==> src/rtl/bcd_sequencer.sv <==
// Sequential binary-to-BCD converter: one divide-by-10 per cycle, digits
// produced ones-first into a shift register and published on completion.
`ifndef INT_BITS
`define INT_BITS 32
`endif

module bcd_sequencer #(
    parameter int WIDTH  = `INT_BITS,
    parameter int DIGITS = 10
) (
    input  logic                         clk,
    input  logic                         rst,
    input  logic                         start,
    input  logic [WIDTH-1:0]             value,
    output logic                         busy,
    output logic                         done,
    output logic [4*DIGITS-1:0]          digits,
    output logic [$clog2(DIGITS+1)-1:0]  ndigits
);

    localparam int CW = $clog2(DIGITS + 1);

    typedef enum logic [1:0] {
        IDLE   = 2'd0,
        DIVIDE = 2'd1,
        DONE   = 2'd2
    } state_t;

    state_t               state_q, state_d;
    logic [WIDTH-1:0]     work_q, work_d;
    logic [CW-1:0]        cnt_q, cnt_d;
    logic [4*DIGITS-1:0]  shreg_q, shreg_d;
    logic [4*DIGITS-1:0]  digits_q, digits_d;
    logic [CW-1:0]        ndigits_q, ndigits_d;

    logic [WIDTH-1:0]     quot;
    logic [WIDTH-1:0]     rem_full;
    logic [3:0]           rem;

    // Divide the working register by ten; the remainder always fits in 4 bits.
    always_comb begin
        quot     = work_q / WIDTH'(10);
        rem_full = work_q - quot * WIDTH'(10);
        rem      = rem_full[3:0];
    end

    // Next-state logic, datapath updates and status outputs.
    always_comb begin
        state_d   = state_q;
        work_d    = work_q;
        cnt_d     = cnt_q;
        shreg_d   = shreg_q;
        digits_d  = digits_q;
        ndigits_d = ndigits_q;
        busy      = 1'b0;
        done      = 1'b0;

        case (state_q)
            IDLE: begin
                if (start) begin
                    work_d  = value;
                    shreg_d = '0;
                    cnt_d   = '0;
                    state_d = DIVIDE;
                end
            end
            DIVIDE: begin
                busy = 1'b1;
                for (int i = 0; i < DIGITS; i++) begin
                    if (cnt_q == CW'(i)) begin
                        shreg_d[4*i +: 4] = rem;
                    end
                end
                work_d = quot;
                cnt_d  = cnt_q + CW'(1);
                // Stop once nothing is left or every digit slot has been used;
                // the freshly written slot is included in the published result.
                if (quot == '0 || cnt_q == CW'(DIGITS - 1)) begin
                    state_d   = DONE;
                    digits_d  = shreg_d;
                    ndigits_d = cnt_q + CW'(1);
                end
            end
            DONE: begin
                busy    = 1'b1;
                done    = 1'b1;
                state_d = IDLE;
            end
            default: begin
                state_d = IDLE;
            end
        endcase
    end

    // State and datapath registers; reset aborts any conversion in flight.
    always_ff @(posedge clk) begin
        if (rst) begin
            state_q   <= IDLE;
            work_q    <= '0;
            cnt_q     <= '0;
            shreg_q   <= '0;
            digits_q  <= '0;
            ndigits_q <= CW'(1);
        end else begin
            state_q   <= state_d;
            work_q    <= work_d;
            cnt_q     <= cnt_d;
            shreg_q   <= shreg_d;
            digits_q  <= digits_d;
            ndigits_q <= ndigits_d;
        end
    end

    assign digits  = digits_q;
    assign ndigits = ndigits_q;

endmodule
==> config.mk <==
export PLATFORM = sky130hd
export DESIGN_NAME = bcd_sequencer
export DESIGN_NICKNAME = d
export VERILOG_FILES = /design/src/rtl/bcd_sequencer.sv
export SDC_FILE = /design/constraint.sdc
export NUM_CORES = 1
export LEC_CHECK = 0
export ABC_AREA = 1
export CORE_ASPECT_RATIO = 1.2
export CORE_MARGIN = 2
export CORE_UTILIZATION = 50
export DETAILED_ROUTE_END_ITERATION = 8
export GPL_TIMING_DRIVEN = 0
export PLACE_DENSITY = 0.71
export SETUP_SLACK_MARGIN = 0.1
export SYNTH_ARGS = -nofsm -noshare
export SYNTH_HDL_FRONTEND = slang
export SYNTH_SLANG_ARGS = --single-unit
==> constraint.sdc <==
create_clock -name clk -period 16.35 [get_ports clk]
set_input_delay 3.27 -clock clk [delete_from_list [all_inputs] [get_ports clk]]
set_output_delay 3.27 -clock clk [all_outputs]
set_load 0.005 [all_outputs]
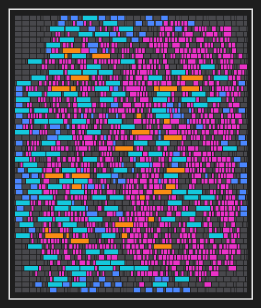
run_1/class_map.png
(2 px per µm) Fill, decap, tap and diode cells in grey.
Blue marks remaining buffers and delay cells, cells 123. Orange marks clock drivers and dummy loads, cells 30. Magenta marks remaining logic cells, cells 1107. Cyan marks sequential cells, cells 122.

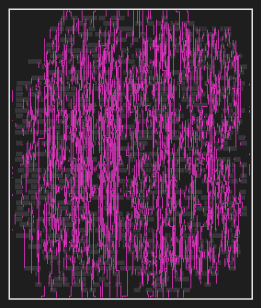
run_1/m2.png
(2 px per µm) Cells faint in the background.
1103 nets have wire on it. The wires run mostly vertical.

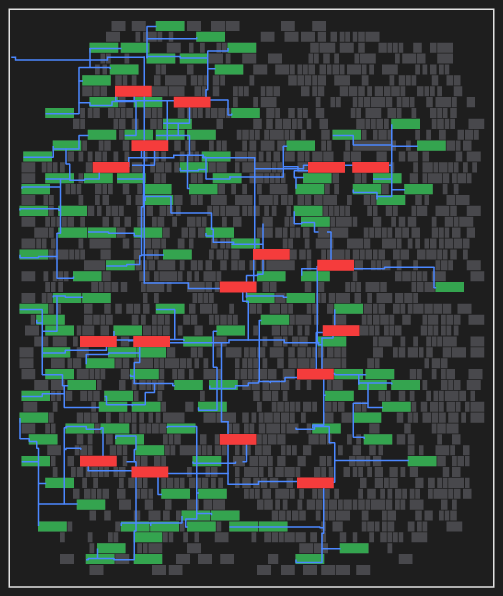
run_1/clock_wires.png
(4 px per µm)
Red marks clock-net drivers, count 17. Green marks flip-flops, count 122. Blue marks clock wires, length 1790 µm.
Position of the flops: widely spread. There are 18 routed clock nets.

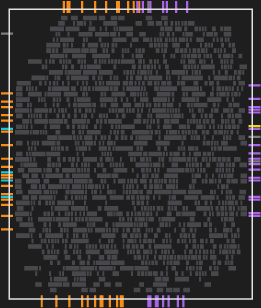
run_1/pinout.png
(2 px per µm) Pins as bars across the die edge, other pins in grey.
Cyan marks ndigits, pins 4, direction output, edge left. Purple marks value, pins 32, direction input, edge 17 right, 8 bottom, 7 top. Yellow marks busy, pins 1, direction output, edge right. Orange marks digits, pins 40, direction output, edge 17 left, 12 bottom, 11 top.
All pins by edge: 22 left, 20 right, 20 bottom, 19 top.
Port-buffer cells: 79
Die Width: 121 µm
vertical die size: 144 µm

==> results.json, run 1 <==
{
  "worstPathMaxFanout": 10,
  "placed_area_mm2": 0.00923,
  "cts-htree-levels": 4,
  "max_freq_mhz": 80.7,
  "comb-cell-share_pct": 49.6,
  "die_area_mm2": 0.0174,
  "r2r_start": "work_q[31]$_SDFFE_PP0P_",
  "syn_to_final_growth_pct": 19.7,
  "cts.clk_slew.worst_paths_ns": 0.06,
  "grt_pass1_vias": 7375,
  "cts.sinks": 122,
  "setup_violations": 0,
  "seq_area_share_pct": 25.0,
  "grt_pass1_wl_mm": 34.2,
  "synthTopLogicFamily": "simple AND/OR/NAND/NOR gates",
  "yosysTopAreaCell": "dfxtp_1",
  "slew_headroom_pct": 50.6,
  "clockNetworkAreaShare_pct": 5.65,
  "worstHoldEndpoint": "shreg_q[19]$_SDFFE_PP0P_",
  "drt_pass1_iterations": 5,
  "start_kind": "flip-flop",
  "ys.flop_type": "dfxtp_1",
  "mostFrequentLayoutCells": "342 x nand2_1, 126 x nand3_1, 122 x dfxtp_1, 113 x inv_1, 103 x nand2_2",
  "timing.rr.end": "digits[35]$_SDFFE_PP0P_",
  "netlist_area_mm2": 0.00817,
  "grtUsageTotal_pct": 24.6,
  "cts_tree": "done",
  "n_antenna_cell": 0,
  "synth_seq_share_pct": 29.9,
  "stdcell_area_mm2": 0.00978,
  "clockBufferDepth": 2,
  "grt_overflow": 0,
  "clk_latency_ns": 0.42,
  "dpl.cell_count": 1564,
  "ant_nets": 0,
  "post-route-min-period_ns": 12.39,
  "period_used_pct": 75.8,
  "top_cells_by_count": "342 x nand2_1, 126 x nand3_1, 122 x dfxtp_1",
  "top_area_cell_class": "multi-input combinational cells",
  "tns_ns": 0,
  "drive_gt1_share_pct": 18.2,
  "min-delay-start": "shreg_q[19]$_SDFFE_PP0P_",
  "flops": 122,
  "detail_route.vias_per_cell": 5.14,
  "drt_iter0_drc": 465,
  "root_buffer": "clkbuf_16",
  "finalHoldViolations": 0,
  "status": "finished, final reports clean",
  "antenna_found_initial": 0,
  "num-nonclk-buffers": 123,
  "r2r_cells": 115,
  "arrival_ns": 12.69,
  "clkbuf_count": 20,
  "met1_usage_pct": 29.5,
  "coreArea_mm2": 0.0161,
  "synthTopCellsByArea": "dfxtp_1 30%, nand2_1 16%, nand2_2 7.9%, nand3_1 7.7%, a21oi_1 6.1%",
  "wl_mm": 21.3,
  "end_kind": "flip-flop",
  "synth_top_area_share_pct": 29.9,
  "dpl_worst_slack_ns": 4.01,
  "fin_ws_ns": 3.96,
  "cts_resized": 0,
  "grtUsageMet3_pct": 4.77,
  "buffer_area_share_pct": 11.0,
  "fp_util_pct": 50.6,
  "cp_top_family": "simple AND/OR/NAND/NOR gates",
  "post_cts_buffers": 0
}
run_1/clock_nets.png
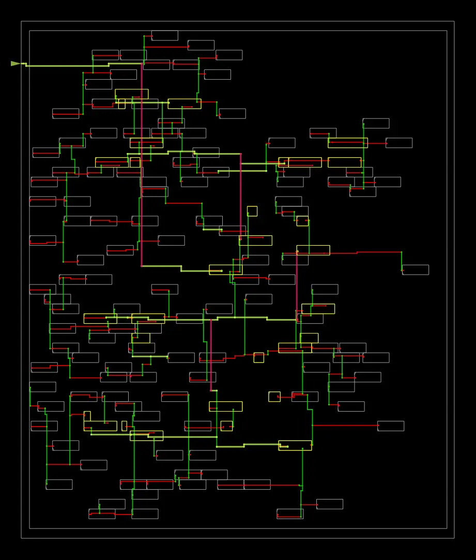

==> inputs of run 2 (changes only) <==
Settings changed: PLACE_DENSITY 0.71 to 0.74.
Clock period 16.35 ns to 10.8 ns, I/O delays scaled along.
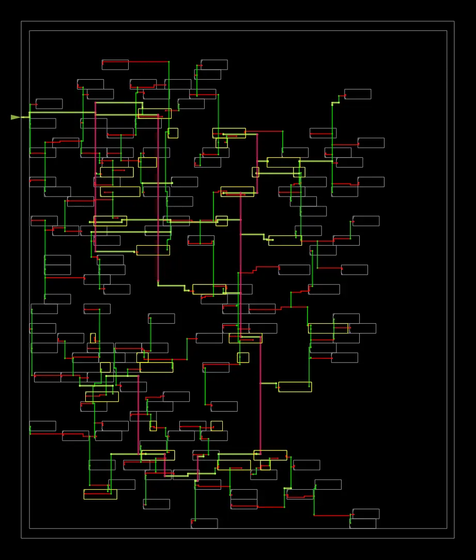
run_2/clock_nets.png
Num CTS Buffers: 17
flip-flops: 122
CTS Sinks: 122
Setup Skew: 0.0105 ns

==> run 2 against run 1 <==
  * The flow now finishes with violations (negative setup slack)
  * Sequential cell count did not move
  * Sequential share of layout area decreased by 6.2 points
  * Count of clock-buffer cells in the layout shrank 1
  * Worst hold slack hardly changed
  * Critical path depth is 8 higher
  * Non-clock buffer count is 151 higher
  * Maximum frequency shrank 8.6%
  * Synthesized cell count unchanged
  * Worst setup slack lost 6.7 ns
  * Largest cell class unchanged
==> results.json, run 2 <==
{
  "status": "finished, violations left",
  "violations": "negative setup slack",
  "grtUsageMet3_pct": 5.44,
  "ys_warn_count": 0,
  "placed_area_mm2": 0.00925,
  "top_area_cell_class": "multi-input combinational cells",
  "dieHeight_um": 144,
  "num-nonclk-buffers": 274,
  "cts_tree": "done",
  "mostFrequentLayoutCells": "262 x nand2_1, 127 x buf_4, 119 x dfxtp_1, 101 x nand2_2, 95 x nand2_4",
  "r2r_cells": 123,
  "wl_mm": 36.3,
  "buffer_area_share_pct": 18.8,
  "grtUsageTotal_pct": 32.8,
  "timing.rr.end": "shreg_q[31]$_SDFFE_PP0P_",
  "n_antenna_cell": 0,
  "fin_ws_ns": -2.75,
  "die_w_um": 121,
  "cp_slowest_cell": "dfxtp_4",
  "clk_latency_ns": 0.44,
  "post_cts_buffers": 116,
  "hold_path_class": "flip-flop to flip-flop",
  "start_kind": "flip-flop",
  "cap_violations": 0,
  "syn_avg_cell_area_um2": 6.42,
  "dpl_worst_slack_ns": -1.51,
  "slew_headroom_pct": 35.8,
  "seq_area_share_pct": 18.7,
  "comb_area_mm2": 0.00669,
  "path_buffers": 23,
  "clkbuf_count": 19,
  "worstHoldEndpoint": "shreg_q[14]$_SDFFE_PP0P_",
  "die_area_mm2": 0.0174,
  "clockNetworkAreaShare_pct": 4.49,
  "detail_route.vias_per_cell": 6.14,
  "cp_top_family": "simple AND/OR/NAND/NOR gates",
  "drive_gt1_share_pct": 42.5,
  "period_used_pct": 125,
  "root_buffer": "clkbuf_16",
  "setup_violations": 82,
  "clockBufferDepth": 2,
  "io_buffers": 79,
  "worstPathMaxFanout": 6,
  "drt_pass1_iterations": 7,
  "max_freq_mhz": 73.8,
  "synthTopLogicFamily": "simple AND/OR/NAND/NOR gates",
  "dpl.cell_count": 1564,
  "syn_to_final_growth_pct": 60.2,
  "cts_resized": 248,
  "synth-edff-count": 0,
  "ys.flop_type": "dfxtp_1",
  "tns_ns": -186.17,
  "min-delay-start": "shreg_q[14]$_SDFFE_PP0P_",
  "comb-cell-share_pct": 51.1,
  "fp_util_pct": 50.6,
  "synth_seq_share_pct": 29.9,
  "fp-row-count": 51,
  "met1_usage_pct": 35.8,
  "grt_overflow": 0,
  "synth-xor-area-share_pct": 0.643,
  "synthesis.nets": 1318,
  "drt_iter0_drc": 1318,
  "finalHoldViolations": 0,
  "grt_pass1_wl_mm": 45.4,
  "antenna_found_initial": 0,
  "ys_sh_mux_pct": 0,
  "synthTopCellsByArea": "dfxtp_1 30%, nand2_1 16%, nand2_2 7.9%, nand3_1 7.7%, a21oi_1 6.1%",
  "yosysTopAreaCell": "dfxtp_1",
  "synth_top_area_share_pct": 29.9,
  "arrival_ns": 13.84,
  "post-route-min-period_ns": 13.55,
  "top_layer": "met4",
  "grt_pass1_vias": 9489,
  "top_cells_by_count": "342 x nand2_1, 126 x nand3_1, 122 x dfxtp_1",
  "slowest_delay_ns": 0.39,
  "coreArea_mm2": 0.0161,
  "multi_input_comb_cells": 953,
  "cts-htree-levels": 4,
  "cts.clk_slew.worst_paths_ns": 0.06,
  "stdcell_area_mm2": 0.0131,
  "r2r_start": "work_q[31]$_SDFFE_PP0P_",
  "end_kind": "flip-flop",
  "ant_nets": 0,
  "met3_length_mm": 3.63,
  "whs_path_depth": 2,
  "netlist_area_mm2": 0.00817
}
run_2/class_map.png
(2 px per µm) Fill, decap, tap and diode cells in grey.
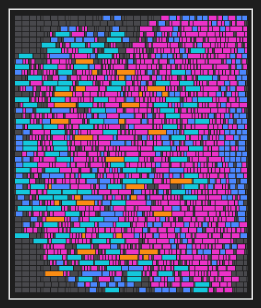

==> inputs of run 3 (changes only) <==
Settings changed: CORE_UTILIZATION 50 to 47, PLACE_DENSITY 0.74 to 0.7.
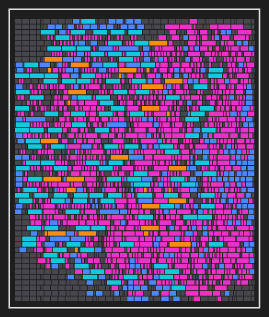
run_3/class_map.png
(2 px per µm) Fill, decap, tap and diode cells in grey.
Cyan marks sequential cells, cells 122. Orange marks clock drivers and dummy loads, cells 30. Blue marks remaining buffers and delay cells, cells 254. Magenta marks remaining logic cells, cells 1109.
final instance area: 0.0126 mm²
FP Rows: 52

==> run 3 against run 2 <==
  * The flow still finishes with violations (negative setup slack)
  * Design area shrank 3.5%
  * Non-clock buffer count shrank 20
  * First-iteration DRC count shrank 51%
  * Maximum frequency grew 9.5%
  * Core utilization shrank 6.7 points
  * Sequential cell count is the same
  * Largest cell class unchanged
  * Highest routed layer unchanged
  * Worst setup slack gained 1.2 ns
  * Clock skew shrank 0.0010 ns
  * Final cell count shrank 1.1%
==> results.json, run 3 <==
{
  "met3_length_mm": 1.55,
  "ys_sh_mux_pct": 0,
  "comb-cell-share_pct": 51.3,
  "cts_tree": "done",
  "root_buffer": "clkbuf_16",
  "ant_nets": 0,
  "tns_ns": -104.70,
  "synthesis.nets": 1318,
  "post_cts_buffers": 116,
  "synth_top_area_share_pct": 29.9,
  "synth-xor-area-share_pct": 0.643,
  "grtUsageMet3_pct": 4.57,
  "arrival_ns": 12.72,
  "end_kind": "flip-flop",
  "top_cells_by_count": "342 x nand2_1, 126 x nand3_1, 122 x dfxtp_1",
  "syn_to_final_growth_pct": 54.6,
  "ys_warn_count": 0,
  "num-nonclk-buffers": 254,
  "clk_latency_ns": 0.43,
  "synthTopCellsByArea": "dfxtp_1 30%, nand2_1 16%, nand2_2 7.9%, nand3_1 7.7%, a21oi_1 6.1%",
  "cp_slowest_cell": "dfxtp_4",
  "clockBufferDepth": 2,
  "period_used_pct": 115,
  "start_kind": "flip-flop",
  "dpl_worst_slack_ns": -1.44,
  "hold_path_class": "flip-flop to flip-flop",
  "coreArea_mm2": 0.0170,
  "n_antenna_cell": 0,
  "max_freq_mhz": 80.8,
  "multi_input_comb_cells": 952,
  "worstPathMaxFanout": 6,
  "placed_area_mm2": 0.00925,
  "fin_ws_ns": -1.57,
  "worstHoldEndpoint": "shreg_q[15]$_SDFFE_PP0P_",
  "cts_buffers": 17,
  "io_buffers": 79,
  "synth_seq_share_pct": 29.9,
  "drt_pass1_iterations": 6,
  "wl_mm": 29.2,
  "timing.rr.end": "shreg_q[7]$_SDFFE_PP0P_",
  "mostFrequentLayoutCells": "275 x nand2_1, 119 x dfxtp_1, 116 x buf_4, 97 x inv_1, 92 x nand2_4",
  "setup_violations": 78,
  "violations": "negative setup slack",
  "die_area_mm2": 0.0185,
  "status": "finished, violations left",
  "dpl.cell_count": 1568,
  "cp_top_family": "simple AND/OR/NAND/NOR gates",
  "top_area_cell_class": "multi-input combinational cells",
  "seq_area_share_pct": 19.4,
  "top_layer": "met4",
  "synthTopLogicFamily": "simple AND/OR/NAND/NOR gates",
  "post-route-min-period_ns": 12.37,
  "cts-htree-levels": 4,
  "slew_headroom_pct": 50.4,
  "netlist_area_mm2": 0.00817,
  "dieHeight_um": 148,
  "grt_pass1_vias": 9041,
  "fp_util_pct": 48.1,
  "grt_overflow": 0,
  "met1_usage_pct": 31.5,
  "r2r_cells": 120,
  "min-delay-start": "shreg_q[15]$_SDFFE_PP0P_",
  "flops": 122,
  "syn_avg_cell_area_um2": 6.42,
  "r2r_start": "work_q[31]$_SDFFE_PP0P_"
}
